Figure 1. Cell area per tile.
The die is cut into 7 by 7 equal tiles; black is low, pale yellow is high, 0 to 100% covered.
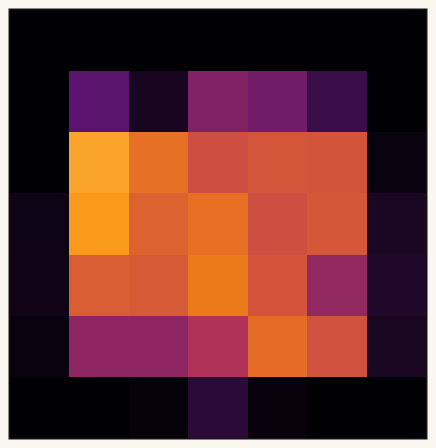
Figure 2. Met3 routing.
Bar = 20 um.
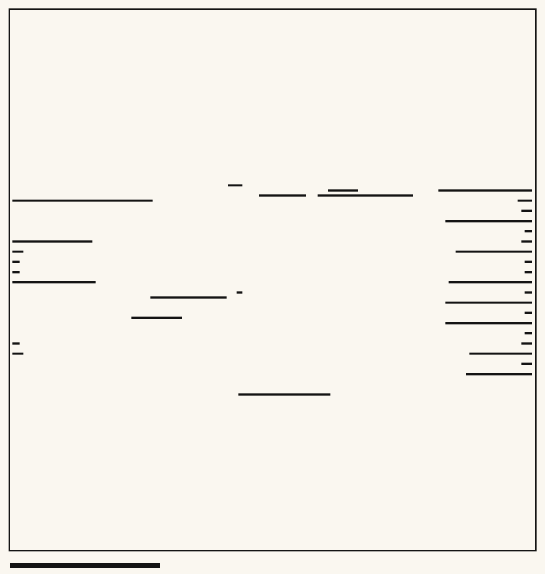
Figure 3. Cell outlines without signal wires.
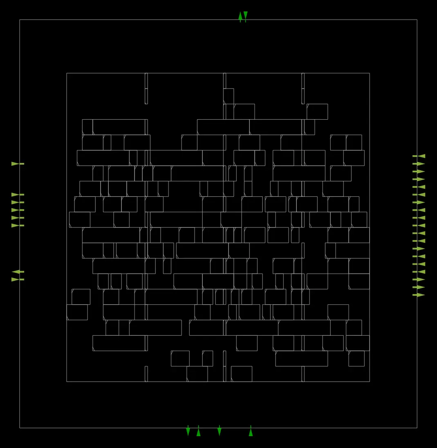
`src/rtl/universal_shift_register.sv`:
```
// universal_shift_register
//   Parametrised universal shift register with hold / shift right / shift left /
//   parallel load, plus an autonomous burst engine that performs up to WIDTH
//   shifts after a single start pulse.
//
//   Optional feature macro: USR_ROTATE_EN (adds the 'rotate' input; when set the
//   shift-in bit is the wrapped bit instead of the serial input).
//
// Ports
//   clk              rising-edge clock
//   reset_n          asynchronous active-low reset
//   enable           qualifies a manual operation while idle
//   mode             00 hold, 01 shift right, 10 shift left, 11 parallel load
//   serial_in_left   bit entering at the MSB on a right shift
//   serial_in_right  bit entering at the LSB on a left shift
//   parallel_in      load data
//   start            one-cycle pulse launching a burst
//   dir              burst direction (0 right, 1 left), captured on start
//   count            number of burst shifts (saturates at WIDTH), captured on start
//   rotate           (USR_ROTATE_EN only) wrap instead of taking serial input
//   parallel_out     register contents
//   serial_out_right q[0], taken straight from the register
//   serial_out_left  q[WIDTH-1], taken straight from the register
//   busy             burst in progress
//   done             one-cycle pulse on burst completion (also for count=0)

module universal_shift_register #(
  parameter int unsigned WIDTH = 8,
  parameter int unsigned CNT_W = $clog2(WIDTH + 1)
) (
  input  logic             clk,
  input  logic             reset_n,
  input  logic             enable,
  input  logic [1:0]       mode,
  input  logic             serial_in_left,
  input  logic             serial_in_right,
  input  logic [WIDTH-1:0] parallel_in,
  input  logic             start,
  input  logic             dir,
  input  logic [CNT_W-1:0] count,
`ifdef USR_ROTATE_EN
  input  logic             rotate,
`endif
  output logic [WIDTH-1:0] parallel_out,
  output logic             serial_out_right,
  output logic             serial_out_left,
  output logic             busy,
  output logic             done
);

  localparam logic [1:0] MODE_HOLD  = 2'b00;
  localparam logic [1:0] MODE_RIGHT = 2'b01;
  localparam logic [1:0] MODE_LEFT  = 2'b10;
  localparam logic [1:0] MODE_LOAD  = 2'b11;

  localparam logic [CNT_W-1:0] CNT_MAX = CNT_W'(WIDTH);
  localparam logic [CNT_W-1:0] CNT_ONE = CNT_W'(1);
  localparam logic [CNT_W-1:0] CNT_ZERO = '0;

  typedef enum logic {
    IDLE  = 1'b0,
    SHIFT = 1'b1
  } state_t;

  state_t           state, state_n;
  logic [WIDTH-1:0] q, q_n;
  logic [CNT_W-1:0] cnt, cnt_n;
  logic             bdir, bdir_n;
  logic             brot, brot_n;
  logic             busy_n;
  logic             done_n;

  logic [CNT_W-1:0] count_sat;
  logic             rot_live;

  // Live rotate request; tied off when the feature is not built.
`ifdef USR_ROTATE_EN
  assign rot_live = rotate;
`else
  assign rot_live = 1'b0;
`endif

  // Requests longer than the register collapse to one full pass.
  assign count_sat = (count > CNT_MAX) ? CNT_MAX : count;

  // Right shift: new MSB is either the serial input or the wrapped LSB.
  function automatic logic [WIDTH-1:0] shift_right(
    input logic [WIDTH-1:0] v,
    input logic             sin,
    input logic             rot
  );
    logic b;
    b = rot ? v[0] : sin;
    return {b, v[WIDTH-1:1]};
  endfunction

  // Left shift: new LSB is either the serial input or the wrapped MSB.
  function automatic logic [WIDTH-1:0] shift_left(
    input logic [WIDTH-1:0] v,
    input logic             sin,
    input logic             rot
  );
    logic b;
    b = rot ? v[WIDTH-1] : sin;
    return {v[WIDTH-2:0], b};
  endfunction

  // State and datapath registers.
  always_ff @(posedge clk or negedge reset_n) begin
    if (!reset_n) begin
      state <= IDLE;
      q     <= '0;
      cnt   <= '0;
      bdir  <= 1'b0;
      brot  <= 1'b0;
      busy  <= 1'b0;
      done  <= 1'b0;
    end else begin
      state <= state_n;
      q     <= q_n;
      cnt   <= cnt_n;
      bdir  <= bdir_n;
      brot  <= brot_n;
      busy  <= busy_n;
      done  <= done_n;
    end
  end

  // Next-state and datapath update.
  always_comb begin
    state_n = state;
    q_n     = q;
    cnt_n   = cnt;
    bdir_n  = bdir;
    brot_n  = brot;
    busy_n  = busy;
    done_n  = 1'b0;

    unique case (state)
      IDLE: begin
        if (start) begin
          // A start always wins over a manual operation in the same cycle.
          if (count_sat == CNT_ZERO) begin
            done_n = 1'b1;
          end else begin
            state_n = SHIFT;
            cnt_n   = count_sat;
            bdir_n  = dir;
            brot_n  = rot_live;
            busy_n  = 1'b1;
          end
        end else if (enable) begin
          unique case (mode)
            MODE_HOLD:  q_n = q;
            MODE_RIGHT: q_n = shift_right(q, serial_in_left, rot_live);
            MODE_LEFT:  q_n = shift_left(q, serial_in_right, rot_live);
            MODE_LOAD:  q_n = parallel_in;
            default:    q_n = q;
          endcase
        end
      end

      SHIFT: begin
        // Serial inputs are sampled live; direction and rotate were latched.
        q_n   = bdir ? shift_left(q, serial_in_right, brot)
                     : shift_right(q, serial_in_left, brot);
        cnt_n = cnt - CNT_ONE;
        if (cnt == CNT_ONE) begin
          state_n = IDLE;
          busy_n  = 1'b0;
          done_n  = 1'b1;
        end
      end

      default: begin
        state_n = IDLE;
        busy_n  = 1'b0;
      end
    endcase
  end

  assign parallel_out     = q;
  assign serial_out_right = q[0];
  assign serial_out_left  = q[WIDTH-1];

endmodule

```
`config.mk`:
```
export PLATFORM = sky130hd
export DESIGN_NAME = universal_shift_register
export DESIGN_NICKNAME = d
export VERILOG_FILES = /design/src/rtl/universal_shift_register.sv
export SDC_FILE = /design/constraint.sdc
export NUM_CORES = 1
export LEC_CHECK = 0
export CORE_AREA = 8 8 62 64
export DETAILED_ROUTE_END_ITERATION = 10
export DIE_AREA = 0 0 70 72
export GPL_TIMING_DRIVEN = 0
export PLACE_DENSITY = 0.77
export SLEW_MARGIN = 20
export SYNTH_ARGS = -nofsm -noshare
export SYNTH_HDL_FRONTEND = slang
export SYNTH_SLANG_ARGS = --single-unit
export TNS_END_PERCENT = 1
```
`constraint.sdc`:
```
create_clock -name clk -period 1.8 [get_ports clk]
set_input_delay 0.18 -clock clk [delete_from_list [all_inputs] [get_ports clk]]
set_output_delay 0.18 -clock clk [all_outputs]
set_load 0.1 [all_outputs]
```
==> summary.txt <==
State of the implementation.

- The layout clock buffer count is 3, for reference.
- TritonCTS built the clock tree.
- The cell type with the largest total area after synthesis is dfrtp_1, for reference.
- After the flow finishes, the layout carries non-filler instances totaling between 150 and 200.
- Summed over all nets, wire length on met2 after detailed routing comes to 1350 um.
- The die covers about 5000 um^2.
- The number of buffers and inverters on the critical path is 1.
- Post-CTS timing repair inserted 0 buffers for setup.
- The adder and majority gate portion of the synthesized area is 0.0230, for reference.
- The biggest cell delay along the critical path is around 850 ps, for reference.
- The register with the most flip-flops in the layout has 8 of them.
- The number of warnings issued by yosys is 0, for reference.
- Looking at the VDD voltage map, the peak drop is 1.09 mV.
- In the routed layout, each cell is associated on average with a via count of 5.54.
- Across the whole layout, storage elements account for between 400 and 500 um^2.
- The quantity of gates resized following cts is 21, for reference.
- Of the total standard cell area in the layout, the multi-input combinational portion is 0.443.
- The number of remaining DRC errors is 0, for reference.
- The vertical die dimension is 72 um, for reference.
- In the layout the commonest cells are nor2_1 (18), clkdlybuf4s50_1 (18), mux2i_1 (16), dfrtp_1 (16), a21oi_1 (9).
- Internal power comes to 1.15 mW.
- Per the post-route antenna check, the number of violating nets is 0.
- CTS built an H-tree with a depth of 1.
- From left edge to right edge, the die measures approximately 70 um.
- When the netlist entered floorplanning its net count stood at 134.
- The max capacitance violation total is 0, for reference.
- The startpoint of the worst register-to-register path is cnt[1]$_DFFE_PN0P_, for reference.
- The via count of the first global-routing pass is about 1100.
- The clock sink total is 16, for reference.
- The share of flip-flops with an asynchronous set or reset after synthesis is 1.00, for reference.
- The detailed-placement wirelength estimate is 2220 um, for reference.
- The residual overflow from global routing is 0, for reference.
- The flow ran to the end, and the final reports show no timing, DRC or antenna violations.
- For reference, the critical path cell chain is clkdlybuf4s15_1.
- For the pin with the worst max-slew slack, the measured transition is 964 ps.
- The number of design-rule violations left by the first detailed-router iteration is 34, for reference.
- OpenSTA lists the critical path startpoint as parallel_out[7]$_DFFE_PN0P_.
- The basic-gate share of the synthesized area counting and, or, nand and nor cells is 0.158, for reference.
- Setup repair after global routing left no endpoint under its margin.
- The floorplan report gives the top-level pin count as 33.
- Of the total synthesized cell area, the portion taken by AND-OR and OR-AND cells is 0.220.
- The number of synthesized flops with an enable pin is 0, for reference.
- The critical path class is flip-flop to output pin, for reference.
- On the final layout, the worst hold slack is 348 ps.
- Yosys reports the multiplexer fraction of the synthesized area as 0.161.
- In the finished design, the share of the clock period the worst path needs comes to 0.964.
- Entering global routing, the biggest net connects 17 pins.
- The count of input and output buffers is 30, for reference.
- In the global route stage, met1 resource usage came out at 0.135.
- Yosys reported a register bit count of 16.
- CTS placed an instance of clkbuf_4 at the clock tree root.
- For this run, the post-layout net count is about 170.
- In the synthesis report, Yosys lists the chip area as 1090 um^2.
- The worst reg2reg path depth is 5, for reference.
- According to the timing report, the data required time at the worst endpoint equals 1620 ps.
- Once placement finished, the instance area stood at 1430 um^2.
- Ranked by instance count, the synthesized netlist is headed by nor2_1 (18), dfrtp_1 (16), mux2i_1 (16).
- The final timing report counts setup violations totalling 0.
- For this run, the total global-route usage over all layers was measured as 0.115.
- Of the post-synthesis cell area, the dominant cell type holds 0.367.
- The flow reports power dissipated in sequential cells as 717 uW.
- The first detailed-routing pass took 4 iterations.
- The report shows a maximum critical-path fanout of 5.
- The buffer share of cell area is 0.223, for reference.
- The most used routing layer is met2, for reference.
- The combined area of the multi-input logic cells is 631 um^2, for reference.
- Yosys attributes the largest share of cell area to dfrtp_1 (37%), mux2i_1 (15%), a221o_1 (7.3%).
- The maximum clock frequency is 0.576 GHz, for reference.
- Hold-check failures listed in the final report amount to 0.
- The timing report gives the clock slew at the launch and capture registers of the worst setup and hold paths as ~90 ps.
- The final layout contains a sequential cell count of 16.
- The cell count after placement is 174, for reference.
- CTS added clock buffers totalling 3.
- The clock network power is ~180 uW, for reference.
- The routing usage on met2 is 0.192, for reference.
- The number of multi-input logic gates is 84, for reference.
- The net switching power of the design is 1.56 mW, for reference.
- The termination of the worst setup path is serial_out_left, for reference.
- The final report gives the standard cell area, fillers excluded, as 1420 um^2.
- The worst clock skew is 0.554 ps, for reference.
- The highest metal layer carrying signal wires in the routed design is met4.
- Of the total power, registers draw 0.264.
- The number of buffers inserted for hold repair after clock tree synthesis is 0, for reference.
- The combinational power is 1.81 mW, for reference.
- At the worst endpoint, the arrival time is 1560 ps.
- The share of final layout cell area taken by clock buffers and inverters is 0.0158, for reference.
## Picture notes: Figure 1
tiles over 75% full: 4.1%
densest ninth of the die: middle
emptiest ninth of the die: top right
Core Area: 2900 um^2
Initial Utilization: 0.375
final cell utilization of the core: 0.490

## Picture notes: Figure 2
longest straight run: 18.4 um
nets with wire on the layer: 33
share of all routed wire: 6.5%
final wirelength: 2920 um
Via Count: 980
global routing usage on met3: 0.0327

## Picture notes: Figure 3
total number of tap cells: 33
fill cell total of the finished layout: 299
standard-cell rows: 20
sequential portion of the cell area: 0.281

Power figures rest on the tool's default switching activity, not on a simulated workload.
